===== src/rtl/cocomem_pkg.sv =====
// Shared definitions for the CoCo memory-window initiator: op codes, FSM states,
// MMU window register addresses and the idle bus address.
package cocomem_pkg;

  typedef enum logic [1:0] {
    OP_REG_WR   = 2'b00,
    OP_REG_RD   = 2'b01,
    OP_MEM_FILL = 2'b10,
    OP_MEM_DUMP = 2'b11
  } op_e;

  typedef enum logic [2:0] {
    IDLE, REG, SET_LO, SET_MID, SET_HI, XFER, RSP, DONE
  } state_e;

  localparam int unsigned ADDR_W = 21;

  localparam logic [15:0] WIN_LO    = 16'hFD00;
  localparam logic [15:0] WIN_MID   = 16'hFD01;
  localparam logic [15:0] WIN_HI    = 16'hFD02;
  localparam logic [15:0] WIN_DATA  = 16'hFD03;
  localparam logic [15:0] ADDR_IDLE = 16'hFFFF;

endpackage


===== src/rtl/mmu_addr_ctr.sv =====
// 21-bit physical address and remaining-byte counter for MEM ops, with carry flags
// that tell the initiator which window bytes must be rewritten.
module mmu_addr_ctr
  import cocomem_pkg::*;
(
  input  logic              e,
  input  logic              _reset,
  input  logic              load,
  input  logic [ADDR_W-1:0] load_addr,
  input  logic [7:0]        load_len,
  input  logic              step,
  output logic [ADDR_W-1:0] addr,
  output logic              last,
  output logic              carry7,
  output logic              carry15
);

  logic [8:0]        remaining;
  logic [ADDR_W-1:0] addr_nxt;

  assign addr_nxt = addr + 21'd1;
  assign last     = (remaining == 9'd1);

  // Load sets both carries so the first window setup always writes all three bytes.
  always_ff @(posedge e or negedge _reset) begin
    if (!_reset) begin
      addr      <= '0;
      remaining <= '0;
      carry7    <= 1'b0;
      carry15   <= 1'b0;
    end else if (load) begin
      addr      <= load_addr;
      remaining <= (load_len == 8'd0) ? 9'd256 : {1'b0, load_len};
      carry7    <= 1'b1;
      carry15   <= 1'b1;
    end else if (step) begin
      addr      <= addr_nxt;
      remaining <= remaining - 9'd1;
      carry7    <= (addr_nxt[7:0] == 8'd0);
      carry15   <= (addr_nxt[15:0] == 16'd0);
    end
  end

endmodule


===== src/rtl/mmu_initiator.sv =====
// Command-driven MMU bus initiator: register read/write and windowed memory fill/dump.
// MEM_DUMP bus support is built only when MMU_INITIATOR_DUMP_EN is defined.
module mmu_initiator
  import cocomem_pkg::*;
(
  input  logic              e,
  input  logic              _reset,
  input  logic              cmd_valid,
  output logic              cmd_ready,
  input  logic [1:0]        cmd_op,
  input  logic [ADDR_W-1:0] cmd_addr,
  input  logic [7:0]        cmd_len,
  input  logic [7:0]        cmd_data,
  output logic              rsp_valid,
  input  logic              rsp_ready,
  output logic [7:0]        rsp_data,
  output logic              done,
  output logic [15:0]       address_cpu,
  output logic [7:0]        data_out,
  input  logic [7:0]        data_in,
  output logic              r_w_cpu
);

  state_e            state, state_nxt;
  op_e               op_q;
  logic [7:0]        data_q;
  logic [ADDR_W-1:0] addr;
  logic              accept, step, last, carry7, carry15;

  assign accept = cmd_valid && (state == IDLE);

  mmu_addr_ctr u_addr_ctr (
    .e         (e),
    ._reset    (_reset),
    .load      (accept),
    .load_addr (cmd_addr),
    .load_len  (cmd_len),
    .step      (step),
    .addr      (addr),
    .last      (last),
    .carry7    (carry7),
    .carry15   (carry15)
  );

  always_ff @(posedge e or negedge _reset) begin
    if (!_reset) state <= IDLE;
    else         state <= state_nxt;
  end

  always_ff @(posedge e or negedge _reset) begin
    if (!_reset) begin
      op_q     <= OP_REG_WR;
      data_q   <= '0;
      rsp_data <= '0;
    end else begin
      if (accept) begin
        op_q   <= op_e'(cmd_op);
        data_q <= cmd_data;
      end
      if ((state == REG && op_q == OP_REG_RD) || (state == XFER && op_q == OP_MEM_DUMP))
        rsp_data <= data_in;
    end
  end

  always_comb begin
    state_nxt = state;
    step      = 1'b0;
    case (state)
      IDLE: begin
        if (cmd_valid) begin
          case (op_e'(cmd_op))
            OP_REG_WR, OP_REG_RD: state_nxt = REG;
            OP_MEM_FILL:          state_nxt = SET_LO;
`ifdef MMU_INITIATOR_DUMP_EN
            default:              state_nxt = SET_LO;
`else
            default:              state_nxt = DONE;
`endif
          endcase
        end
      end
      REG:     state_nxt = (op_q == OP_REG_RD) ? RSP : DONE;
      SET_LO:  state_nxt = carry7 ? SET_MID : XFER;
      SET_MID: state_nxt = carry15 ? SET_HI : XFER;
      SET_HI:  state_nxt = XFER;
      XFER: begin
        if (op_q == OP_MEM_DUMP) state_nxt = RSP;
        else if (last)           state_nxt = DONE;
        else begin
          step      = 1'b1;
          state_nxt = SET_LO;
        end
      end
      RSP: begin
        if (rsp_ready) begin
          if (op_q == OP_MEM_DUMP && !last) begin
            step      = 1'b1;
            state_nxt = SET_LO;
          end else begin
            state_nxt = DONE;
          end
        end
      end
      DONE:    state_nxt = IDLE;
      default: state_nxt = IDLE;
    endcase
  end

  always_comb begin
    cmd_ready   = (state == IDLE);
    rsp_valid   = (state == RSP);
    done        = (state == DONE);
    address_cpu = ADDR_IDLE;
    r_w_cpu     = 1'b1;
    data_out    = '0;
    case (state)
      REG: begin
        address_cpu = addr[15:0];
        r_w_cpu     = (op_q == OP_REG_RD);
        if (op_q == OP_REG_WR) data_out = data_q;
      end
      SET_LO: begin
        address_cpu = WIN_LO;
        r_w_cpu     = 1'b0;
        data_out    = addr[7:0];
      end
      SET_MID: begin
        address_cpu = WIN_MID;
        r_w_cpu     = 1'b0;
        data_out    = addr[15:8];
      end
      SET_HI: begin
        address_cpu = WIN_HI;
        r_w_cpu     = 1'b0;
        data_out    = {3'b000, addr[20:16]};
      end
      XFER: begin
        address_cpu = WIN_DATA;
        r_w_cpu     = (op_q == OP_MEM_DUMP);
        if (op_q == OP_MEM_FILL) data_out = data_q;
      end
      default: ;
    endcase
  end

endmodule


===== config.mk =====
export PLATFORM = sky130hd
export DESIGN_NAME = mmu_initiator
export DESIGN_NICKNAME = d
export VERILOG_FILES = /design/src/rtl/cocomem_pkg.sv /design/src/rtl/mmu_addr_ctr.sv /design/src/rtl/mmu_initiator.sv
export SDC_FILE = /design/constraint.sdc
export NUM_CORES = 1
export LEC_CHECK = 0
export CORE_MARGIN = 2
export CORE_UTILIZATION = 45
export DETAILED_ROUTE_END_ITERATION = 16
export GPL_ROUTABILITY_DRIVEN = 0
export PLACE_DENSITY = 0.73
export SYNTH_ARGS = -nofsm -noshare
export SYNTH_HDL_FRONTEND = slang
export SYNTH_SLANG_ARGS = --single-unit

===== constraint.sdc =====
create_clock -name e -period 4.52 [get_ports e]
set_clock_uncertainty 0.1 [all_clocks]
set_input_delay 0.452 -clock e [delete_from_list [all_inputs] [get_ports e]]
set_output_delay 0.452 -clock e [all_outputs]
set_load 0.05 [all_outputs]

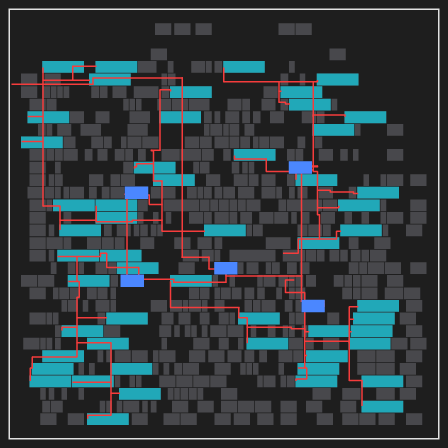
*Routed clock nets over the placement*
- red: clock wires (length 706 µm)
- cyan: flip-flops (count 53)
- blue: clock-net drivers (count 5)
- routed clock nets: 6

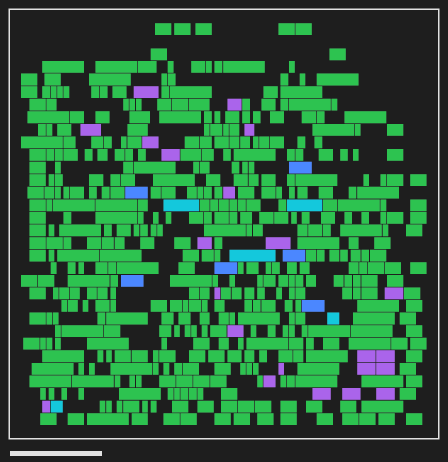
*Cells by drive strength*
Scale bar: 20 µm.
- blue: x6 and larger (cells 6; share 1.3%; most used clkbuf_8)
- purple: x2 (cells 22; share 4.6%; most used mux2_2)
- cyan: x3 and x4 (cells 5; share 1.0%; most used buf_4)
- green: x1 and smaller (cells 447; share 93%; most used clkdlybuf4s50_1)

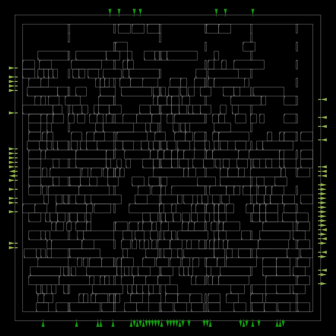
*Cell outlines without signal wires*
# rows: 32
# fillers: 672
tapcell count: 102

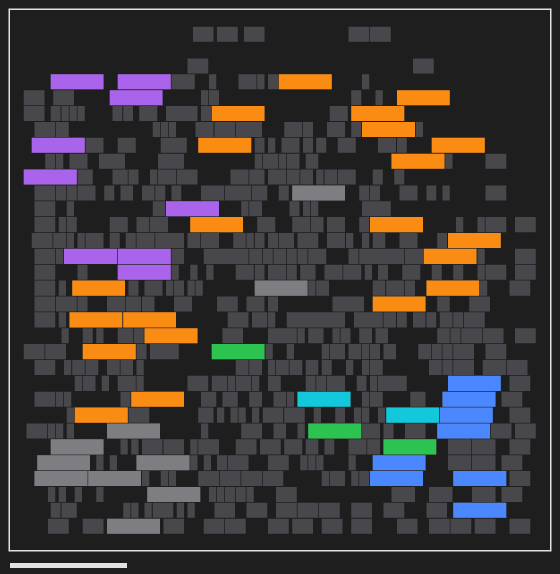
*Where the registers sit*
Scale bar: 20 µm. Other sequential cells in the stronger gray, the rest of the logic in the fainter gray.
- blue: `rsp_data` (sequential cells 8; where bottom right)
- cyan: `op_q` (sequential cells 2)
- green: `state` (sequential cells 3)
- purple: `u_addr_ctr.remaining` (sequential cells 9)
- orange: `u_addr_ctr.addr` (sequential cells 21)
- not colored: 10

==> results_tabular.tex <==
% Table of physical implementation metrics
\begin{tabular}{lr}
\hline
Metric & Value \\
\hline
\multicolumn{2}{l}{\textbf{Placement}} \\
\quad Post-detail-place hpwl & 6.85 mm \\
\quad Placement-stage cell area & 0.00437 mm² \\
\quad Port-buffer cells & 86 \\
\multicolumn{2}{l}{\textbf{Worst setup path}} \\
\quad Worst r2r path cells & 6 \\
\quad Crit-path max FO & 18 \\
\quad Setup CP Type & flip-flop to output pin \\
\quad Arrival time worst endpoint & 2.83 ns \\
\quad Crit. End Element & output pin \\
\multicolumn{2}{l}{\textbf{STA}} \\
\quad Final worst path period share & 74.9\% \\
\quad Crit path setup slack, layout & 1.14 ns \\
\quad Highest Clock Rate & 0.295 GHz \\
\quad Worst Max-Slew Pin Slew & 0.986 ns \\
\quad Min Tclk post-route & 3.38 ns \\
\quad Final count of hold timing violations & 0 \\
\quad Setup repair after global routing missed its margin & no \\
\quad Normalized max-slew margin & 34.3\% \\
\multicolumn{2}{l}{\textbf{Clock tree}} \\
\quad Clock sink count & 53 \\
\quad Root buffer cell & clkbuf\_8 \\
\quad Cts-stage hold buffer count & 0 \\
\quad TritonCTS clock tree & yes \\
\quad Clock transition at the registers of the reported paths & 0.09 ns \\
\quad Post-cts repair resize count & 0 \\
\quad Total CTS buffers & 5 \\
\multicolumn{2}{l}{\textbf{Logic synthesis}} \\
\quad Warnings from Yosys & 0 \\
\quad Simple-gate area share of the yosys netlist & 28.0\% \\
\quad Area fraction in compound gates after synthesis & 15.7\% \\
\quad Adder-cell area share of the yosys netlist & 1.42\% \\
\quad Library cells used by synthesis & 62 \\
\quad Library cell with the largest summed area after synthesis & dfrtp\_1 \\
\quad Dominant cell area share & 37.6\% \\
\quad Share of synthesized area occupied by flip-flops and latches & 37.6\% \\
\quad Synthesis area per yosys & 0.00353 mm² \\
\quad Ys cells & 417 \\
\quad Dominant flop cell & dfrtp\_1 \\
\quad Net count after synthesis & 472 \\
\quad Dominant non-sequential cell family after synthesis & simple AND/OR/NAND/NOR gates \\
\quad Post-Synthesis Cells & 417 \\
\multicolumn{2}{l}{\textbf{Route}} \\
\quad Count of unresolved DRC violations after routing & 0 \\
\quad Via count & 3357 \\
\quad Routed Antenna Nets & 0 \\
\quad Number of violations reported at the end of detailed-routing iteration 0 & 224 \\
\quad TritonRoute pass-1 iters & 5 \\
\quad Per-cell routed wire length & 16.7 µm \\
\quad Via density per instance & 5.77 \\
\multicolumn{2}{l}{\textbf{Power and ir drop}} \\
\quad Peak supply drop & 383 µV \\
\quad Static leakage power & 1.72 nW \\
\multicolumn{2}{l}{\textbf{Cells and area}} \\
\quad Utilization after layout & 58.3\% \\
\quad Most numerous logic cell after layout & clkdlybuf4s50\_1 \\
\quad Layout Nets & 535 \\
\quad Most common logic cells in the final layout & clkdlybuf4s50\_1 (85), nand2\_1 (76), dfrtp\_1 (53) \\
\quad Layout Area Growth over Synthesis & 26.3\% \\
\quad Share of layout cells above drive strength 1 & 6.88\% \\
\multicolumn{2}{l}{\textbf{Global routing}} \\
\quad Initial antenna violation count & 0 \\
\quad Largest net degree at the start of global routing & 59 \\
\quad Global-route wire length before repair & 16.0 mm \\
\quad Global-route congestion overflow total & 0 \\
\multicolumn{2}{l}{\textbf{Floorplanning}} \\
\quad Overall die width & 92.6 µm \\
\quad Number of top-level pins & 87 \\
\quad Die Area & 0.00857 mm² \\
\multicolumn{2}{l}{\textbf{Hold path}} \\
\quad Hold Path Class & input pin to asynchronous set/reset pin \\
\multicolumn{2}{l}{\textbf{Job}} \\
\quad Max-cap check violation count & 0 \\
\multicolumn{2}{l}{\textbf{Status}} \\
\quad Status & completed \\
\hline
\end{tabular}
[registers in the layout, summed over array words and instances (netlist names)]
register              cells
rsp_data                  8
u_addr_ctr.addr          21
state                     3
u_addr_ctr.carry15        1
u_addr_ctr.remaining      9
op_q                      2
data_q                    8
u_addr_ctr.carry7         1
[power by group]
| group | internal, mW | switching [mW] | total [mW] |
|---|---|---|---|
| combinational | 0.805 | 1.34 | 2.15 |
| clock | 0.122 | 0.156 | 0.278 |
| sequential | 0.698 | 0.390 | 1.09 |
| total | 1.63 | 1.89 | 3.51 |
[cells in the mapped netlist, types with 7 or more instances]
library cell  count
nor2_1           26
o21ai_0          28
o21ai_1          13
xnor2_1          17
xor2_1           13
inv_1             7
clkbuf_1         11
buf_2            14
nand4_1          12
a21oi_1           9
mux2_2            9
nor2b_1           9
dfrtp_1          53
nand3_1          12
nand2_1          76
nor3_1           11
or3_1            10
[critical path, cell delays in order (launching register included)]
cell and delay (ns):
dfrtp_1 0.57, nand2b_1 0.38, nor3_2 0.49, a221o_1 0.26, clkdlybuf4s50_1 0.81
[through the flow]
stage / std cells / power (mW)
5_1_grt: 582 / 3.74
6_report: 582 / 3.51
2_1_floorplan: 417 / 2.59
4_1_cts: 582 / 3.51
3_5_place_dp: 575 / 3.23
3_3_place_gp: 575 / 3.18
[routing by layer]
| metal | part of all wire [%] | vias up | track usage [%] |
|---|---|---|---|
| met1 | 43 | 1559 | 32.1 |
| met5 | 0 | - | 0 |
| met2 | 46 | 169 | 36.3 |
| met3 | 8.1 | 27 | 4.72 |
| li1 | - | 1602 | - |
| met4 | 3.0 | 0 | 11.6 |
[layout make-up]
cell class / count / area (µm²) / area share (%)
multi-input cells: 323 / 2010 / 45.1
flip-flops and latches: 53 / 1330 / 29.8
repair buffers: 88 / 871 / 19.5
well taps: 102 / 128 / 2.86
clock buffers: 7 / 86.3 / 1.94
inverters: 9 / 33.8 / 0.758
[final timing paths]
path                                        to       from  slack [ns]
max                                data_out[4]   state[1]        1.14
min                                  data_q[6]     _reset        0.15
max reg2reg                u_addr_ctr.addr[20]   state[0]        1.94
min reg2reg                          data_q[7]  data_q[7]        0.40
max in group asynchronous          rsp_data[1]     _reset        3.70
min in group e                       data_q[7]  data_q[7]        0.40
[cell families after synthesis]
group / Yosys count
flops: 53
mux: 14
buf+inv: 41
simple gates: 191
xor+xnor: 30
fa+ha+maj: 4
compound gates: 84
Power figures rest on the tool's default switching activity, not on a simulated workload.
